## src/rtl/alu_pkg.sv

```systemverilog
// Shared ALU opcodes and multiplier FSM encoding.
// The ALU decoder and the hazard unit use the same definitions.
package alu_pkg;

   localparam logic [2:0] ALU_ADD   = 3'b000;
   localparam logic [2:0] ALU_SUB   = 3'b001;
   localparam logic [2:0] ALU_AND   = 3'b010;
   localparam logic [2:0] ALU_OR    = 3'b011;
   localparam logic [2:0] ALU_MUL   = 3'b100;
   localparam logic [2:0] ALU_SLT   = 3'b101;
   localparam logic [2:0] ALU_PASSB = 3'b110;

   typedef enum logic [1:0] {
      MUL_IDLE = 2'd0,
      MUL_BUSY = 2'd1,
      MUL_DONE = 2'd2
   } mul_state_t;

endpackage

```

## src/rtl/iter_multiplier.sv

```systemverilog
// Iterative shift-add multiplier retiring MUL_STEP bits of b per cycle.
// Produces the low WIDTH bits of a*b, one DONE cycle after the last iteration.
module iter_multiplier
   import alu_pkg::*;
#(
   parameter int WIDTH    = 32,
   parameter int MUL_STEP = 2
) (
   input  logic             clk,
   input  logic             reset_n,
   input  logic             start,
   input  logic             abort,
   input  logic [WIDTH-1:0] a,
   input  logic [WIDTH-1:0] b,
   output logic             busy,
   output logic             done,
   output logic [WIDTH-1:0] product
);

   localparam int N  = WIDTH / MUL_STEP;
   localparam int CW = $clog2(N + 1);

   mul_state_t       state_q, state_d;
   logic [WIDTH-1:0] a_q, a_d;
   logic [WIDTH-1:0] b_q, b_d;
   logic [WIDTH-1:0] acc_q, acc_d;
   logic [CW-1:0]    cnt_q, cnt_d;
   logic [WIDTH-1:0] partial;

   always_ff @(posedge clk or negedge reset_n) begin
      if (!reset_n) begin
         state_q <= MUL_IDLE;
         a_q     <= '0;
         b_q     <= '0;
         acc_q   <= '0;
         cnt_q   <= '0;
      end else begin
         state_q <= state_d;
         a_q     <= a_d;
         b_q     <= b_d;
         acc_q   <= acc_d;
         cnt_q   <= cnt_d;
      end
   end

   always_comb begin
      state_d = state_q;
      case (state_q)
         MUL_IDLE: if (start) state_d = MUL_BUSY;
         MUL_BUSY: begin
            if (abort)                        state_d = MUL_IDLE;
            else if (cnt_q == CW'(N - 1))     state_d = MUL_DONE;
         end
         MUL_DONE: state_d = MUL_IDLE;
         default:  state_d = MUL_IDLE;
      endcase
   end

   // Partial product of the low MUL_STEP bits of b against the pre-shifted a.
   always_comb begin
      partial = '0;
      for (int i = 0; i < MUL_STEP; i++) begin
         if (b_q[i]) partial = partial + (a_q << i);
      end
   end

   always_comb begin
      a_d   = a_q;
      b_d   = b_q;
      acc_d = acc_q;
      cnt_d = cnt_q;
      if (state_q == MUL_IDLE && start) begin
         a_d   = a;
         b_d   = b;
         acc_d = '0;
         cnt_d = '0;
      end else if (state_q == MUL_BUSY) begin
         acc_d = acc_q + partial;
         a_d   = a_q << MUL_STEP;
         b_d   = b_q >> MUL_STEP;
         cnt_d = cnt_q + CW'(1);
      end
   end

   always_comb begin
      busy = (state_q == MUL_BUSY);
      done = (state_q == MUL_DONE);
   end

   assign product = acc_q;

endmodule

```

## src/rtl/execute_alu_unit.sv

```systemverilog
// Execute-stage ALU: single-cycle ops combinationally, MUL via iter_multiplier
// with StallE held to the hazard unit until the product is presented.
module execute_alu_unit
   import alu_pkg::*;
#(
   parameter int WIDTH    = 32,
   parameter int MUL_STEP = 2
) (
   input  logic             clk,
   input  logic             reset_n,
   input  logic             ValidE,
   input  logic             FlushE,
   input  logic [2:0]       ALUControl,
   input  logic [WIDTH-1:0] SrcAE,
   input  logic [WIDTH-1:0] SrcBE,
   output logic [WIDTH-1:0] ALUResultE,
   output logic             ZeroE,
   output logic             StallE,
   output logic             MulBusy
);

   logic             mul_start;
   logic             mul_busy;
   logic             mul_done;
   logic [WIDTH-1:0] mul_product;
   logic [WIDTH-1:0] diff;
   logic             ovf;
   logic             lt;
   logic [WIDTH-1:0] alu_comb;

   assign mul_start = ValidE & ~FlushE & (ALUControl == ALU_MUL) & ~mul_busy & ~mul_done;

   iter_multiplier #(
      .WIDTH    (WIDTH),
      .MUL_STEP (MUL_STEP)
   ) u_mul (
      .clk     (clk),
      .reset_n (reset_n),
      .start   (mul_start),
      .abort   (FlushE),
      .a       (SrcAE),
      .b       (SrcBE),
      .busy    (mul_busy),
      .done    (mul_done),
      .product (mul_product)
   );

   // Signed less-than from the subtractor: sign of A-B corrected by overflow.
   always_comb begin
      diff = SrcAE - SrcBE;
      ovf  = (SrcAE[WIDTH-1] ^ SrcBE[WIDTH-1]) & (diff[WIDTH-1] ^ SrcAE[WIDTH-1]);
      lt   = diff[WIDTH-1] ^ ovf;
   end

   always_comb begin
      alu_comb = '0;
      case (ALUControl)
         ALU_ADD:   alu_comb = SrcAE + SrcBE;
         ALU_SUB:   alu_comb = diff;
         ALU_AND:   alu_comb = SrcAE & SrcBE;
         ALU_OR:    alu_comb = SrcAE | SrcBE;
         ALU_SLT:   alu_comb = {{(WIDTH-1){1'b0}}, lt};
         ALU_PASSB: alu_comb = SrcBE;
         ALU_MUL:   alu_comb = mul_product;
         default:   alu_comb = '0;
      endcase
   end

   assign ALUResultE = mul_done ? mul_product : alu_comb;
   assign ZeroE      = (ALUResultE == '0);
   // The issue-cycle stall is combinational, so it is gated to drop during reset.
   assign StallE     = (mul_start & reset_n) | mul_busy;
   assign MulBusy    = mul_busy | mul_done;

endmodule
```

## config.mk

```make
export PLATFORM = sky130hd
export DESIGN_NAME = execute_alu_unit
export DESIGN_NICKNAME = d
export VERILOG_FILES = /design/src/rtl/alu_pkg.sv /design/src/rtl/iter_multiplier.sv /design/src/rtl/execute_alu_unit.sv
export SDC_FILE = /design/constraint.sdc
export NUM_CORES = 1
export LEC_CHECK = 0
export CORE_MARGIN = 2
export CORE_UTILIZATION = 50
export CTS_CLUSTER_SIZE = 28
export DETAILED_ROUTE_END_ITERATION = 8
export PLACE_DENSITY = 0.82
export SYNTH_ARGS = -nofsm -noshare
export SYNTH_HDL_FRONTEND = slang
export SYNTH_SLANG_ARGS = --single-unit
```

## constraint.sdc

```tcl
create_clock -name clk -period 21.9 [get_ports clk]
set_input_delay 4.38 -clock clk [delete_from_list [all_inputs] [get_ports clk]]
set_output_delay 4.38 -clock clk [all_outputs]
set_load 0.02 [all_outputs]
```

Routed clock nets over the placement:
(2 px per um)
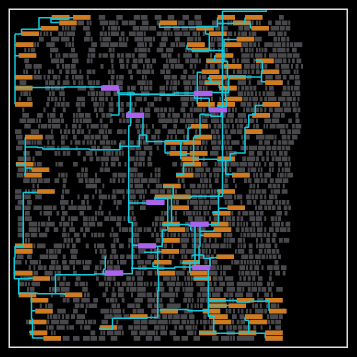
[flip-flops] orange | count: 103
[clock drivers] purple | count: 9
[clock wires] cyan | length: 1,750 um
flops lie	widely spread
routed clock nets	10

Power grid:
(3 px per um) Pins as bars on the die edge. Tap cells in gray.
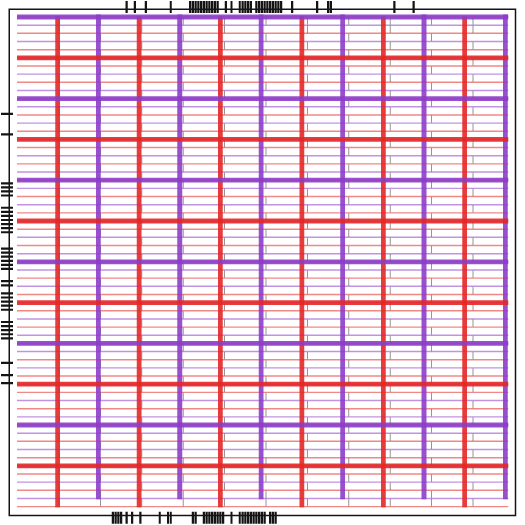
net	color
VSS	red
VDD	purple
met5 straps	12
tap cells	341
met1 rails	61
met4 straps	12

==> summary.txt <==
Here are the numbers from the latest Yosys + OpenROAD run.

For this run, the script counts the antenna cells in the layout as 0. The combinational cell area excluding buffers and inverters is 0.00998 mm2. The number of max-cap violations is 0. In this run the layout overhead on the synthesized area is reported as 10.9%. The cell count after synthesis came out at 1,842. The DRC violation count after routing is 0.

The flow ran to the end, and the final reports show no timing, DRC or antenna violations. STA classifies the critical path startpoint as an input port. The minimum clock period after layout came out at 15,340 ps. The post-route met1 wirelength came out at 19,800 um. The met3 usage came out at 4.65%.

At the floorplan stage, the core utilization is reported as 50.5%. The worst-case reg-to-reg path depth is 27. The final global-route overflow total is 0.

Entering global routing, the biggest net connects 80 pins. The clock sink count came out at 103. The predominant post-synthesis flop cell is dfrtp_1. The clock H-tree reported by CTS has 3 levels.

The tightest hold margin is 486 ps. The number of storage elements in the synthesis netlist is 103. The endpoint of the most critical setup path is ZeroE.

The total count of hold-check failures in the final report came out at 0. In this run, the clock network consumes 12.3% of the power. The number of rows created at floorplan is 60. The worst hold path begins at u_mul.b_q[23]$_DFFE_PN0P_. The uppermost metal layer occupied by signal nets is met4.

The ratio of final minimum period to clock period came out at 70.1%. The synthesized net count is 2,072. For hold timing, the worst endpoint is u_mul.b_q[23]$_DFFE_PN0P_. Setup repair after global routing left no endpoint under its margin.

The number of antenna violations at the first check in global routing came out at 0. In this run, post-CTS repair resized a total of 0 instances. The required time at the endpoint of the critical path is 17,520 ps.

Yosys stat counts 1,842 cells in the synthesized netlist. The later-pin clock latency in the skew report is 370 ps. The power dissipated by switching net loads came out at 0.691 mW. The die covers 0.0283 mm2. The count of library flops with an enable pin came out at 0. The wire length on met3 came out at 4460 um. The area of the core came out at 0.0267 mm2.

The post-detailed-placement cell area came out at 0.0147 mm2. OpenROAD emitted warnings numbering 98.
Wiring by layer:
(3 px per um)
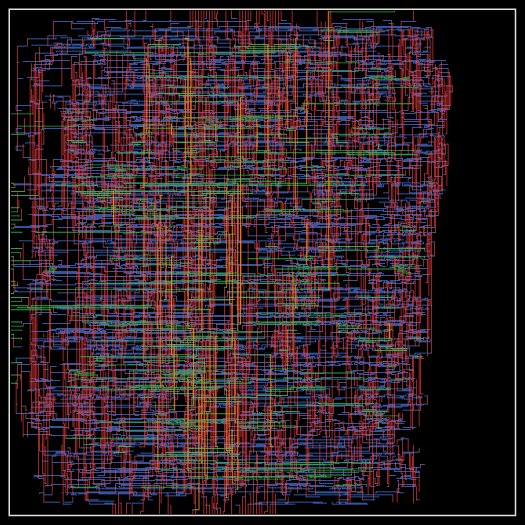
layer	color	wire length
metal 3	green	4,460 um
metal 4	orange	1,640 um
metal 2	red	20.9 mm
metal 1	blue	19,800 um

Placed cells, one color a class:
(3 px per um) Fill, decap, tap and diode cells in gray.
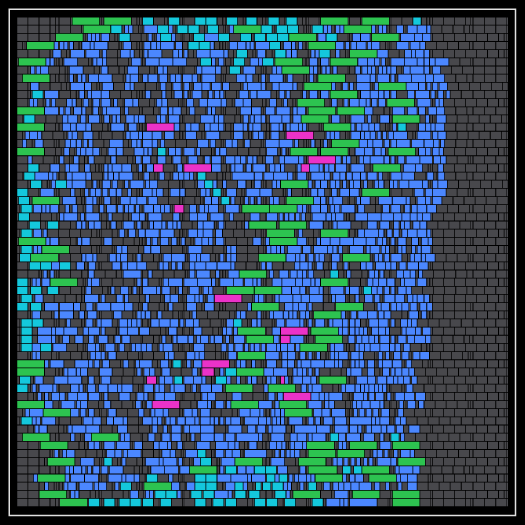
class	color	cells	share of their area
other buffers and delay cells	cyan	127	8.3%
clock drivers and dummy loads	magenta	16	1.9%
combinational and other logic	blue	1,625	72%
flops	green	103	18%

[sequential cells by signal, indices dropped and copies added, names as in the netlist]
register	flops
u_mul.b_q	32
u_mul.cnt_q	5
u_mul.a_q	32
u_mul.state_q	2
u_mul.product	32
[per-stage QoR]
step	std cells	power (mW)	worst slack, ps
2_1_floorplan	1842	0.925	8290
3_3_place_gp	2196	1.14	6820
3_5_place_dp	2196	1.16	6680
4_1_cts	2212	1.33	6660
5_1_grt	2212	1.45	6160
6_report	2212	1.35	6560
[worst max-delay path, stage by stage]
cell	delay [ps]
clkdlybuf4s50_1	620
inv_1	80
ha_1	430
or4_4	560
nor3_1	190
a21oi_1	140
o211ai_2	320
a21o_1	240
a21o_1	140
o41ai_1	80
o21bai_1	140
a21oi_1	90
fa_1	430
mux2i_1	150
a211oi_1	90
a21oi_1	130
o21ai_0	120
or4_1	510
or4_1	430
nor3_2	120
o211ai_1	150
and4bb_1	310
nand3_1	140
nor4_2	160
and4bb_1	210
clkdlybuf4s50_1	600
[synth_stat cells, types with 11 or more instances]
| library cell | instances |
|---|---|
| nand2_1 | 301 |
| ha_1 | 154 |
| a21oi_1 | 142 |
| o21ai_0 | 133 |
| inv_1 | 130 |
| nor2_1 | 106 |
| dfrtp_1 | 103 |
| clkbuf_1 | 82 |
| a22oi_1 | 77 |
| xnor2_1 | 49 |
| xor2_1 | 32 |
| a21o_1 | 31 |
| o22ai_1 | 31 |
| nand3_1 | 25 |
| nor3_1 | 25 |
| a31oi_1 | 22 |
| and2_1 | 22 |
| mux2_2 | 18 |
| nor2b_1 | 18 |
| o211ai_1 | 18 |
| o21bai_1 | 18 |
| a211oi_1 | 16 |
| mux2i_1 | 16 |
| o221ai_1 | 16 |
| buf_1 | 15 |
| buf_2 | 14 |
| nand2b_1 | 14 |
| a221o_1 | 12 |
| nor4_1 | 11 |
[power by group through the flow]
| stage | combinational (mW) | clock [mW] | sequential, mW |
|---|---|---|---|
| after floorplan | 0.609 | 0 | 0.316 |
| after global placement | 0.746 | 0 | 0.390 |
| after detailed placement | 0.768 | 0 | 0.393 |
| after CTS | 0.775 | 0.168 | 0.391 |
| after global routing | 0.869 | 0.175 | 0.407 |
| final | 0.790 | 0.167 | 0.397 |
[layout make-up]
class | count | area share [%]
clock inverter | 6 | 0.359
multi-input combinational | 1494 | 66.7
tap | 341 | 2.85
timing repair buffer | 127 | 8.08
clock buffer | 10 | 1.53
inverter | 131 | 3.29
sequential | 103 | 17.2
[cells by family (layout without fill, tap and decap cells)]
kind of cell	count (synthesis)	in the layout	synth area share, %
buffers and inverters	245	274	7.09
multiplexers	35	35	2.80
XOR/XNOR	81	81	5.26
AND-OR/OR-AND	632	632	30.8
adder cells (fa/ha/maj)	161	161	15.2
AND/OR/NAND/NOR	585	585	19.8
flip-flops	103	103	19.1
[placed cells by master, fill, tap and decap left out, drive strengths merged, types with 31 or more instances in the layout]
cell	instances
a21o	31
nor2	106
a21oi	145
o22ai	31
ha	154
xor2	32
xnor2	49
clkdlybuf4s50	103
a22oi	78
o21ai	141
dfrtp	103
inv	133
nand2	301
Power is estimated from default activity; no workload was simulated.
